`src/rtl/fetch_prefetch_buffer.sv`:
```
// Instruction fetch front end: owns the fetch PC, issues pipelined imem
// requests under a credit limit, tracks in-flight PCs, and queues returned
// instructions with their PCs for the decode stage.
module fetch_prefetch_buffer #(
  parameter int                       DATA_WIDTH      = 32,
  parameter int                       ADDRESS_WIDTH   = 32,
  parameter int                       DEPTH           = 4,
  parameter int                       MAX_OUTSTANDING = 2,
  parameter logic [ADDRESS_WIDTH-1:0] RESET_PC        = '0
) (
  input  logic                     clk,
  input  logic                     reset,
  input  logic                     pc_src_e,
  input  logic [ADDRESS_WIDTH-1:0] pc_target_e,
  input  logic                     stall_d,
  output logic                     imem_req_valid,
  input  logic                     imem_req_ready,
  output logic [ADDRESS_WIDTH-1:0] imem_req_addr,
  input  logic                     imem_rsp_valid,
  input  logic [DATA_WIDTH-1:0]    imem_rsp_data,
  output logic                     instr_valid_d,
  output logic [DATA_WIDTH-1:0]    instr_d,
  output logic [ADDRESS_WIDTH-1:0] pc_d,
  output logic [ADDRESS_WIDTH-1:0] pc_plus4_d
);

  localparam int PW = $clog2(DEPTH);
  localparam int CW = $clog2(DEPTH + 1);
  localparam int OW = $clog2(MAX_OUTSTANDING + 1);
  localparam int IW = (MAX_OUTSTANDING > 1) ? $clog2(MAX_OUTSTANDING) : 1;
  localparam logic [DATA_WIDTH-1:0]    NOP  = DATA_WIDTH'(32'h0000_0013);
  localparam logic [ADDRESS_WIDTH-1:0] FOUR = ADDRESS_WIDTH'(4);

  logic [ADDRESS_WIDTH-1:0] fetch_pc;
  logic [OW-1:0]            outstanding;
  logic [OW-1:0]            drop_cnt;
  logic [OW-1:0]            outstanding_after_rsp;

  logic [ADDRESS_WIDTH-1:0] inflight_pc [MAX_OUTSTANDING];
  logic [IW-1:0]            inflight_wr;
  logic [IW-1:0]            inflight_rd;

  logic [DATA_WIDTH-1:0]    fifo_instr [DEPTH];
  logic [ADDRESS_WIDTH-1:0] fifo_pc    [DEPTH];
  logic [PW-1:0]            wr_ptr;
  logic [PW-1:0]            rd_ptr;
  logic [CW-1:0]            fifo_count;

  logic credit_ok;
  logic issue_ok;
  logic accept;
  logic push;
  logic pop;
  logic unused_target_lsbs;

  assign unused_target_lsbs = ^pc_target_e[1:0];

  function automatic logic [IW-1:0] inflight_next(input logic [IW-1:0] p);
    return (p == IW'(MAX_OUTSTANDING - 1)) ? '0 : p + 1'b1;
  endfunction

  // Request gating, handshake, FIFO push/pop decisions.
  always_comb begin
    credit_ok             = (32'(fifo_count) + 32'(outstanding)) < 32'(DEPTH);
    issue_ok              = outstanding < OW'(MAX_OUTSTANDING);
    imem_req_valid        = !reset && !pc_src_e && issue_ok && credit_ok;
    imem_req_addr         = fetch_pc;
    accept                = imem_req_valid && imem_req_ready;
    push                  = imem_rsp_valid && (drop_cnt == '0) && !pc_src_e;
    pop                   = instr_valid_d && !stall_d && !pc_src_e;
    outstanding_after_rsp = outstanding - OW'(imem_rsp_valid);
  end

  // Head of the FIFO drives decode; NOP and zero PCs when empty.
  always_comb begin
    instr_valid_d = (fifo_count != '0);
    instr_d       = NOP;
    pc_d          = '0;
    pc_plus4_d    = '0;
    if (instr_valid_d) begin
      instr_d    = fifo_instr[rd_ptr];
      pc_d       = fifo_pc[rd_ptr];
      pc_plus4_d = fifo_pc[rd_ptr] + FOUR;
    end
  end

  // Fetch PC, outstanding/drop counters and in-flight queue pointers.
  always_ff @(posedge clk or posedge reset) begin
    if (reset) begin
      fetch_pc    <= RESET_PC;
      outstanding <= '0;
      drop_cnt    <= '0;
      inflight_wr <= '0;
      inflight_rd <= '0;
    end else begin
      if (pc_src_e) begin
        fetch_pc <= {pc_target_e[ADDRESS_WIDTH-1:2], 2'b00};
      end else if (accept) begin
        fetch_pc <= fetch_pc + FOUR;
      end
      if (accept) begin
        inflight_wr <= inflight_next(inflight_wr);
      end
      if (imem_rsp_valid) begin
        inflight_rd <= inflight_next(inflight_rd);
      end
      outstanding <= outstanding + OW'(accept) - OW'(imem_rsp_valid);
      // A redirect overwrites any pending drops: everything still in flight
      // after this cycle's response belongs to the abandoned path.
      if (pc_src_e) begin
        drop_cnt <= outstanding_after_rsp;
      end else if (imem_rsp_valid && (drop_cnt != '0)) begin
        drop_cnt <= drop_cnt - 1'b1;
      end
    end
  end

  // FIFO occupancy and pointers; redirect empties the queue.
  always_ff @(posedge clk or posedge reset) begin
    if (reset) begin
      wr_ptr     <= '0;
      rd_ptr     <= '0;
      fifo_count <= '0;
    end else if (pc_src_e) begin
      wr_ptr     <= '0;
      rd_ptr     <= '0;
      fifo_count <= '0;
    end else begin
      if (push) begin
        wr_ptr <= wr_ptr + 1'b1;
      end
      if (pop) begin
        rd_ptr <= rd_ptr + 1'b1;
      end
      fifo_count <= fifo_count + CW'(push) - CW'(pop);
    end
  end

  // Storage arrays; validity is tracked by the pointers above.
  always_ff @(posedge clk) begin
    if (accept) begin
      inflight_pc[inflight_wr] <= fetch_pc;
    end
    if (push) begin
      fifo_instr[wr_ptr] <= imem_rsp_data;
      fifo_pc[wr_ptr]    <= inflight_pc[inflight_rd];
    end
  end

  a_no_push_full : assert property (@(posedge clk) disable iff (reset)
    !(push && (fifo_count == CW'(DEPTH))));
  a_no_orphan_rsp : assert property (@(posedge clk) disable iff (reset)
    !(imem_rsp_valid && (outstanding == '0)));

endmodule
```
`config.mk`:
```
export PLATFORM = sky130hd
export DESIGN_NAME = fetch_prefetch_buffer
export DESIGN_NICKNAME = d
export VERILOG_FILES = /design/src/rtl/fetch_prefetch_buffer.sv
export SDC_FILE = /design/constraint.sdc
export NUM_CORES = 1
export LEC_CHECK = 0
export CAP_MARGIN = 20
export CORE_MARGIN = 10
export CORE_UTILIZATION = 45
export CTS_BUF_LIST = sky130_fd_sc_hd__clkbuf_8 sky130_fd_sc_hd__clkbuf_16
export DETAILED_ROUTE_END_ITERATION = 12
export HOLD_SLACK_MARGIN = 0.12
export MAX_ROUTING_LAYER = met4
export PLACE_DENSITY = 0.66
export SKIP_LAST_GASP = 1
export SLEW_MARGIN = 10
export SYNTH_ARGS = -nofsm -noshare
export SYNTH_HDL_FRONTEND = slang
export SYNTH_SLANG_ARGS = --single-unit
```
`constraint.sdc`:
```
create_clock -name clk -period 3.5 [get_ports clk]
set_input_delay 0.7 -clock clk [delete_from_list [all_inputs] [get_ports clk]]
set_output_delay 0.7 -clock clk [all_outputs]
set_load 0.1 [all_outputs]
```
Fig. 1: run 1, wires at chosen ports, followed through buffers
The bar under the picture is 50 µm long.
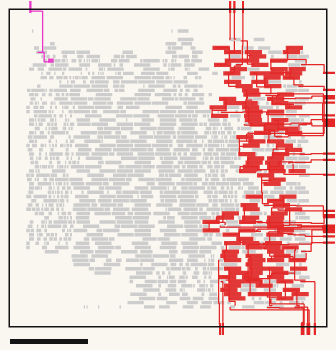
| colour | port | bits | direction | edge | end cells | wire |
|---|---|---|---|---|---|---|
| magenta | `imem_req_valid` | 1 | output | top | 1 | 48.0 µm |
| red | `imem_rsp_data` | 32 | input | 22 right, 7 bottom, 3 top | 128 | 2350 µm |

Fig. 2: run 1, sequential cells coloured by netlist name
The bar under the picture is 50 µm long.
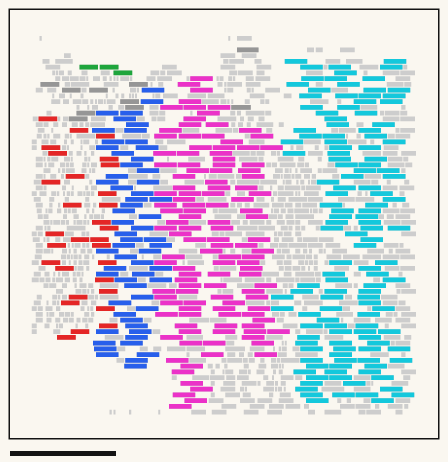
| colour | signal | flops |
|---|---|---|
| magenta | `fifo_pc` | 120 |
| blue | `inflight_pc` | 60 |
| red | `imem_req_addr` | 30 |
| cyan | `fifo_instr` | 128 |
| green | `fifo_count` | 3 |

==> flow_metrics.py, run 1 <==
# Metrics from the implementation run
metrics = {
    "sta": {
        "timing.final.max_slew_violations": 0,
        "final_critical_path_time_including_i_o_delays_and_setup_ps": 4040,
        "timing_worst_slew_pin_value_ps": 794,
        "timing.final.crit_share_pct": 115,
        "hold_viol_final": 0,
        "finalSetupViolations": 26,
        "layout_setup_ws_ps": -536,
    },
    "cts": {
        "deepest_level_of_the_cts_h_tree": 2,
        "cts_buffers": 38,
        "clockRootBuffer": "clkbuf_16",
        "tritoncts_num_sinks": 351,
        "tritoncts": "done",
        "cts.path.max_buffers": 3,
    },
    "run_status": {
        "violations": "setup timing",
        "status": "finished, violations left",
    },
    "layout": {
        "final_net_count": 1266,
        "insertedDiodeCount": 0,
    },
    "critical_path": {
        "instance_count_on_the_critical_path": 9,
        "critPathMaxFanout": 5,
        "crit_buf_inv": 4,
        "timing.setup.critical_path_class": "flip-flop to output pin",
        "timing.critical_path.slowest_stage_cell": "or4_4",
        "max_stage_delay_on_crit_path_ps": 580,
        "arrival_ps": 3340,
    },
    "routing": {
        "antenna_left": 0,
        "drtIter0Drc": 555,
        "totalWireLength_um": 36000,
        "num_vias": 9030,
        "wire_length_per_cell_um": 21.8,
        "firstDrtPassIters": 5,
    },
    "place": {
        "place_ws_ps": -136,
        "hpwl_after_dpl_um": 23600,
        "routabilityCongestion": 0.845,
    },
    "floorplan": {
        "core_area_um2": 32700,
        "rows": 66,
    },
    "power": {
        "leakage_component_of_the_power_nw": 7.09,
    },
    "synthesis": {
        "postSynthAreaPerCell_um2": 16.5,
        "post-synth-top-count-cell": "edfxtp_1",
        "ys_top_cells_by_count": "edfxtp_1, and2_1, nand2_1",
        "synth-edff-count": 308,
        "yosysWarningCount": 0,
    },
    "global_route": {
        "largest_net_degree_at_the_start_of_global_routing": 63,
    },
    "hold_path": {
        "hold-path-cell-count": 2,
    },
}
Fig. 3: run 1, cell density map
The bar under the picture is 50 µm long. The die is cut into 20 by 20 equal tiles; white is low, dark blue is high, 0 to 100% covered.
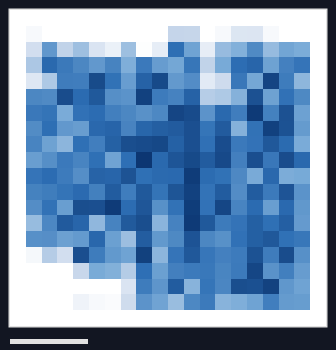
fullest tile: 98%
emptiest ninth of the die: lower left
densest ninth of the die: centre
mean over tiles: 48%
tiles over 75% full: 24%
nearly empty tiles: 25%

run 1: metal layers:
metal  vias to the layer above  part of all wire, %  track usage (%)
li1                       4077                    -                -
met1                      4571                   45             23.7
met2                       337                   47             26.7
met3                        45                  5.5             3.15
met4                         0                  2.0             3.60
met5                         -                    0                -
run 1: through the flow:
step	total power [W]	util, %	setup TNS, ps	cells	cell area, µm²
floorplan	0.0115	-	-350	913	15100
global placement	0.0148	57.0	-372	1564	18600
detailed placement	0.0149	57.0	-549	1564	18600
CTS	0.0189	61.3	-7220	1641	20000
global route	0.0197	62.2	-8940	1652	20300
finish	0.0190	62.2	-6830	1652	20300
run 1: what timing repair did:
action | in CTS | in global routing
pin swaps | 7 | 19
setup endpoints to repair | 31 | 28
cloned | 0 | 2
gates resized | 25 | 52
setup buffers | 9 | 10
run 1: logic make-up (layout without fill, tap and decap cells):
logic type | Yosys count | after routing | synth area share [%]
AND-OR/OR-AND | 75 | 75 | 3.29
XOR/XNOR | 28 | 28 | 1.64
adder cells (fa/ha/maj) | 14 | 14 | 1.22
buffers and inverters | 71 | 367 | 2.50
flip-flops | 351 | 351 | 68.9
multiplexers | 105 | 105 | 12.8
other | 1 | 6 | 0.0250
AND/OR/NAND/NOR | 263 | 264 | 9.57
run 1: final cells by class:
type | instances | area (µm²)
clock buffer | 41 | 1030
clock inverter | 27 | 210
fill | 2388 | 12400
inverter | 24 | 90.1
multi-input combinational | 492 | 4640
sequential | 351 | 10300
tap | 442 | 553
timing repair buffer | 275 | 3500
run 1: worst paths after layout:
| check | startpoint | slack, ps | end |
|---|---|---|---|
| setup / recovery | rd_ptr[0] | -540 | pc_plus4_d[26] |
| hold / removal | pc_src_e | 470 | rd_ptr[1] |
| setup reg to reg | outstanding[1] | 790 | imem_req_addr[26] |
| hold reg to reg | inflight_wr | 510 | inflight_wr |
| max in group asynchronous | reset | 2380 | rd_ptr[0] |
| min in group asynchronous | reset | 680 | rd_ptr[0] |
run 1: worst register-to-register path, delay by kind of cell (launching register included):
family                   cells  cell delay [ps]
AND/OR/NAND/NOR              3             1040
AND-OR/OR-AND                2              650
flip-flops                   1              440
buffers and inverters        1              250
adder cells (fa/ha/maj)      1              220
run 1: registers in the layout (all words and copies together), names as in the netlist:
register,cells
inflight_wr,1
fifo_pc,120
fifo_count,3
rd_ptr,2
inflight_rd,1
inflight_pc,60
fifo_instr,128
outstanding,2
imem_req_addr,30
wr_ptr,2
drop_cnt,2
run 1: power by group:
part	leakage [nW]	switching (W)	internal [W]
Sequential	3.31	0.000214	0.00494
Combinational	3.16	0.00651	0.00345
Clock	0.626	0.00156	0.00233
Total	7.09	0.00828	0.0107
run 1: cells in the final DEF (no fill, tap or decap), types with 20 or more instances in the layout:
cell,synthesis,layout
edfxtp_1,308,308
buf_4,8,96
buf_12,1,93
clkdlybuf4s50_1,0,66
and2_1,61,57
mux4_2,45,57
nand2_1,48,47
clkbuf_16,0,42
dfrtp_1,43,41
mux2_2,39,36
inv_1,24,30
nand3_1,36,29
nor2_1,43,28
xnor2_1,22,22
o21ai_0,20,20
Fig. 4: run 1, cell placement
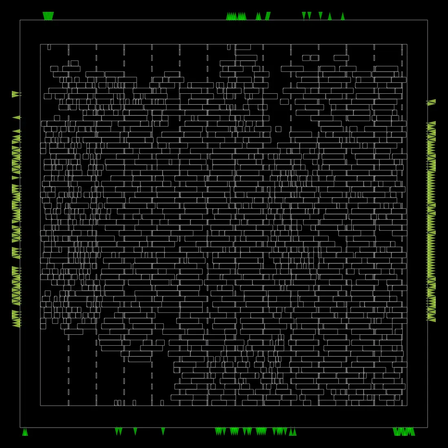

## Run 2: what changed since run 1
Settings changed: CORE_MARGIN 10 to unset.
Fig. 5: run 2, cell placement
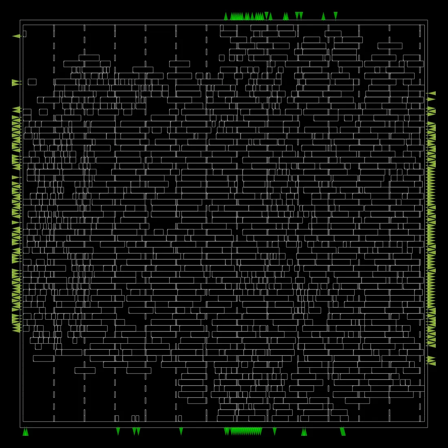
final std cells w/o fill: 1648
Std-Cell Core Area: 32600 µm²
fillcell total: 2346
Finished Core Util: 61.9%

Fig. 6: run 2, power grid
The bar under the picture is 50 µm long. Pins as bars on the die edge. Tap cells in grey.
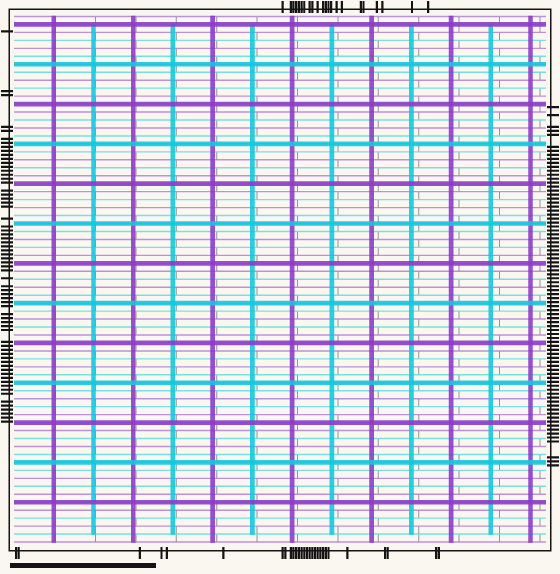
| colour | net |
|---|---|
| purple | VSS |
| cyan | VDD |
met1 rails: 67
tap cells: 442
met5 straps: 13

Fig. 7: run 2, sequential cells coloured by netlist name
The bar under the picture is 50 µm long.
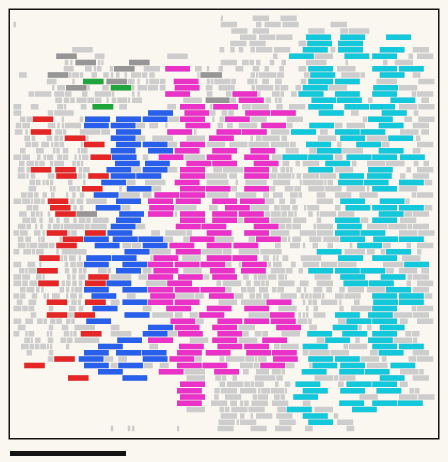
| colour | signal | flops |
|---|---|---|
| cyan | `fifo_instr` | 128 |
| red | `imem_req_addr` | 30 |
| green | `fifo_count` | 3 |
| blue | `inflight_pc` | 60 |
| magenta | `fifo_pc` | 120 |

==> flow_metrics.py, run 2 <==
# Metrics from the implementation run
metrics = {
    "global_route": {
        "grtUsageMet2_pct": 32.6,
        "globalRouteMet1Util_pct": 28.2,
        "grt.busiest_layer": "met2",
        "largest_net_degree_at_the_start_of_global_routing": 63,
        "use_met3_pct": 3.28,
    },
    "floorplan": {
        "rows": 66,
    },
    "layout": {
        "final_net_count": 1266,
        "largest_reg_flops": 128,
        "final_layout_top_logic_cell": "edfxtp_1",
        "final-seq-area_um2": 10300,
        "multiInputGateArea_um2": 4590,
        "biggest_register": "fifo_instr",
        "regs_by_ff_count": "fifo_instr: 128 flops, fifo_pc: 120 flops, inflight_pc: 60 flops",
    },
    "synthesis": {
        "synth-edff-count": 308,
        "ys_top_cells_by_count": "edfxtp_1, and2_1, nand2_1",
        "yosysWarningCount": 0,
        "post-synth-top-count-cell": "edfxtp_1",
        "postSynthAreaPerCell_um2": 16.5,
    },
    "cts": {
        "cts.path.max_buffers": 3,
        "deepest_level_of_the_cts_h_tree": 2,
        "cts_buffers": 37,
        "tritoncts_num_sinks": 351,
        "tritoncts": "done",
        "clockRootBuffer": "clkbuf_16",
    },
    "critical_path": {
        "critPathMaxFanout": 10,
        "arrival_ps": 3250,
        "timing.setup.critical_path_class": "flip-flop to output pin",
    },
    "routing": {
        "num_vias": 8948,
        "antenna_left": 0,
        "wire_length_per_cell_um": 20.2,
        "post_drt_via_cell_ratio": 5.43,
        "drtIter0Drc": 564,
        "firstDrtPassIters": 5,
    },
    "place": {
        "hpwl_after_dpl_um": 22300,
        "buffer_ports.inserted": 191,
        "routabilityCongestion": 0.855,
        "place_inst": 1573,
    },
    "run_status": {
        "violations": "setup timing",
        "status": "finished, violations left",
    },
    "sta": {
        "timing.final.max_slew_violations": 0,
        "finalSetupViolations": 20,
        "timing.final.crit_share_pct": 113,
        "hold_viol_final": 0,
        "layout_setup_ws_ps": -445,
        "post_route_setup_tns_ps": -4450,
        "timing_worst_slew_pin_value_ps": 575,
        "final_critical_path_time_including_i_o_delays_and_setup_ps": 3950,
    },
    "power": {
        "leakage_component_of_the_power_nw": 7.04,
    },
}
run 2: cell counts after synthesis:
Identical to the previous run, type by type.
run 2: cell type report:
| class | instances | area share, % |
|---|---|---|
| timing repair buffer | 277 | 17.3 |
| antenna | 1 | 0.0124 |
| multi-input combinational | 491 | 22.8 |
| clock inverter | 24 | 0.967 |
| sequential | 351 | 51.2 |
| inverter | 24 | 0.446 |
| tap | 442 | 2.74 |
| clock buffer | 38 | 4.65 |
run 2: worst paths after layout:
kind	startpoint	endpoint	slack, ps	depth (start not counted)
worst max-delay path	rd_ptr[0]	pc_plus4_d[26]	-450	9
worst min-delay path	inflight_wr	inflight_wr	510	1
worst max register to register	fifo_count[1]	imem_req_addr[23]	790	8
worst min register to register	inflight_wr	inflight_wr	510	1
max in group asynchronous	reset	imem_req_addr[25]	2100	3
min in group asynchronous	reset	fifo_count[0]	570	2
run 2: kinds of logic after synthesis:
| logic type | count (synthesis) | synth area share, % |
|---|---|---|
| and+or+nand+nor | 263 | 9.57 |
| adders and majority gates | 14 | 1.22 |
| DFF | 351 | 68.9 |
| muxes | 105 | 12.8 |
| other | 1 | 0.0250 |
| AOI/OAI and AO/OA | 75 | 3.29 |
| buffers and inverters | 71 | 2.50 |
| xor gates and xnor gates | 28 | 1.64 |
run 2: repair_timing:
action / in CTS / in global routing
setup endpoints to repair: 31 / 30
resized: 42 / 17
setup buffers: 10 / 2
pin swaps: 13 / 9
run 2: power by group:
group / internal (W) / total, W / leakage (nW) / switching (W)
registers: 0.00494 / 0.00515 / 3.31 / 0.000209
logic: 0.00341 / 0.00982 / 3.15 / 0.00641
clock network: 0.00216 / 0.00367 / 0.590 / 0.00151
total: 0.0105 / 0.0186 / 7.04 / 0.00813
run 2: routing by layer:
metal  vias up  wire, µm
met1      4508     14500
met4         0       665
li1       4076         -
met2       306     15800
met5         -         0
met3        58      2280
run 2: through the flow:
step                instance area, µm²  setup WS [ps]  hold slack, ps  total power (W)  util [%]
finish                           20200           -445             512           0.0186      61.9
global route                     20200           -516             518           0.0193      61.9
CTS                              20100           -487             511           0.0187      61.6
detailed placement               18800          -96.3             499           0.0149      57.5
global placement                 18700          -87.0             492           0.0148      57.5
floorplan                        15100           -323             478           0.0115         -
run 2: critical path, cell delays in order, from the launching register on:
cell	delay, ps
dfrtp_4	530
buf_12	170
buf_6	130
mux4_2	370
nand3_2	100
or4_4	490
buf_6	150
or4_4	420
a21oi_4	160
buf_12	190
Fig. 8: run 2, wires at chosen ports, followed through buffers
The bar under the picture is 50 µm long.
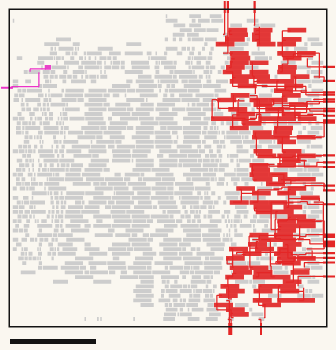

## Run 3: what changed since run 2
Settings changed: CORE_UTILIZATION 45 to 23, PLACE_DENSITY 0.66 to 0.42.
Fig. 9: run 3, wires at chosen ports, followed through buffers
The bar under the picture is 100 µm long.
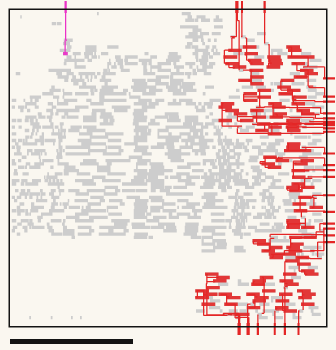
| colour | port | bits | direction | edge | end cells | wire |
|---|---|---|---|---|---|---|
| magenta | `imem_req_valid` | 1 | output | top | 1 | 36.7 µm |
| red | `imem_rsp_data` | 32 | input | 20 right, 8 bottom, 4 top | 128 | 2110 µm |

Fig. 10: run 3, power grid
The bar under the picture is 100 µm long. Pins as bars on the die edge. Tap cells in grey.
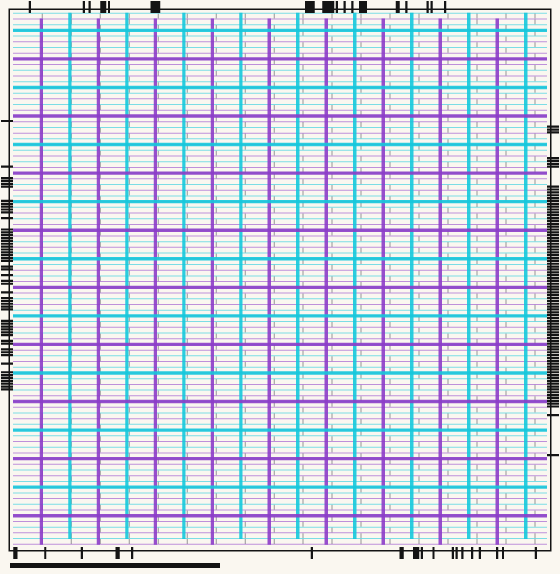
| colour | net |
|---|---|
| cyan | VDD |
| purple | VSS |
tap cells: 855
rows: 93
met1 rails: 94
signal pins: 200

==> flow_metrics.py, run 3 <==
# Metrics from the implementation run
metrics = {
    "routing": {
        "wire_length_per_cell_um": 19.4,
        "post_drt_via_cell_ratio": 4.31,
    },
    "sta": {
        "timing.final.max_slew_violations": 0,
        "layout_setup_ws_ps": -489,
        "timing.final.crit_share_pct": 114,
        "final_critical_path_time_including_i_o_delays_and_setup_ps": 3990,
        "finalSetupViolations": 26,
        "post_route_setup_tns_ps": -6640,
    },
    "layout": {
        "final_net_count": 1288,
        "layout.core_utilization_pct": 33.3,
        "biggest_register": "fifo_instr",
        "fillcell_total": 6187,
    },
    "global_route": {
        "largest_net_degree_at_the_start_of_global_routing": 63,
    },
    "critical_path": {
        "worst_path_dominant_cell_family": "simple AND/OR/NAND/NOR gates",
        "max_stage_delay_on_crit_path_ps": 630,
        "arrival_ps": 3290,
        "timing.critical_path.slowest_stage_cell": "or4_4",
    },
    "place": {
        "routabilityCongestion": 0.754,
        "hpwl_after_dpl_um": 26900,
    },
    "run_status": {
        "status": "finished, violations left",
        "violations": "setup timing",
    },
    "cts": {
        "tritoncts": "done",
        "cts.path.max_buffers": 3,
    },
}
Fig. 11: run 3, cell density map
The bar under the picture is 100 µm long. The die is cut into 26 by 26 equal tiles; white is low, dark blue is high, 0 to 100% covered.
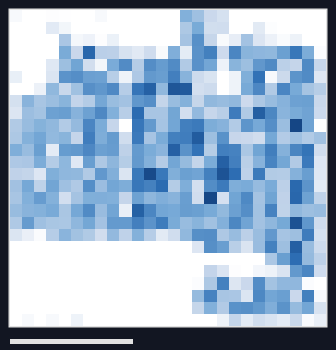
mean over tiles: 31%
fullest tile: 91%
nearly empty tiles: 27%
emptiest ninth of the die: lower left
tiles over 75% full: 3.1%

[run 3: layer usage]
metal	global-route usage (%)	share of wire, %
met1	17.7	48
met4	3.13	2.3
met3	2.76	5.5
met2	18.3	44
met5	-	0
[run 3: final cells by class]
type | count | area (µm²) | share of cell area, %
Antenna cell | 1 | 2.50 | 0.0117
Clock buffer | 43 | 1060 | 4.96
Clock inverter | 35 | 300 | 1.40
Inverter | 24 | 92.6 | 0.432
Multi-Input combinational cell | 491 | 4840 | 22.6
Sequential cell | 351 | 10300 | 48.2
Tap cell | 855 | 1070 | 4.99
Timing Repair Buffer | 294 | 3740 | 17.4
[run 3: power by group]
part	switching [W]	internal, W	leakage (nW)
combinational	0.00674	0.00364	3.38
sequential	0.000207	0.00494	3.31
clock	0.00178	0.00246	0.692
total	0.00873	0.0110	7.37
[run 3: final timing paths]
| kind | end | cells past startpoint |
|---|---|---|
| setup reg to reg | fifo_count[2] | 11 |
| hold reg to reg | inflight_rd | 1 |
| min in group clk | wr_ptr[1] | 2 |
| setup / recovery | pc_plus4_d[23] | 8 |
| hold / removal | fifo_count[2] | 2 |
| max in group asynchronous | imem_req_addr[30] | 3 |
[run 3: repair_timing]
item                                    in CTS  in global routing
endpoints found under the setup margin      55                 41
setup buffers                               25                 13
gates resized                               89                 44
pin swaps                                   35                 33
[run 3: kinds of logic (layout without fill, tap and decap cells)]
group	Yosys count	in the layout	synth area share, %
AOI/OAI and AO/OA	75	75	3.29
xor gates and xnor gates	28	28	1.64
adders and majority gates	14	14	1.22
buffers and inverters	71	396	2.50
DFF	351	351	68.9
muxes	105	105	12.8
other	1	7	0.0250
and+or+nand+nor	263	263	9.57
[run 3: metrics by stage]
step	power (W)	hold slack, ps
after CTS	0.0199	373
after global placement	0.0152	460
after floorplan	0.0115	478
final	0.0198	407
after detailed placement	0.0152	464
after global routing	0.0205	401
Power figures rest on the tool's default switching activity, not on a simulated workload.
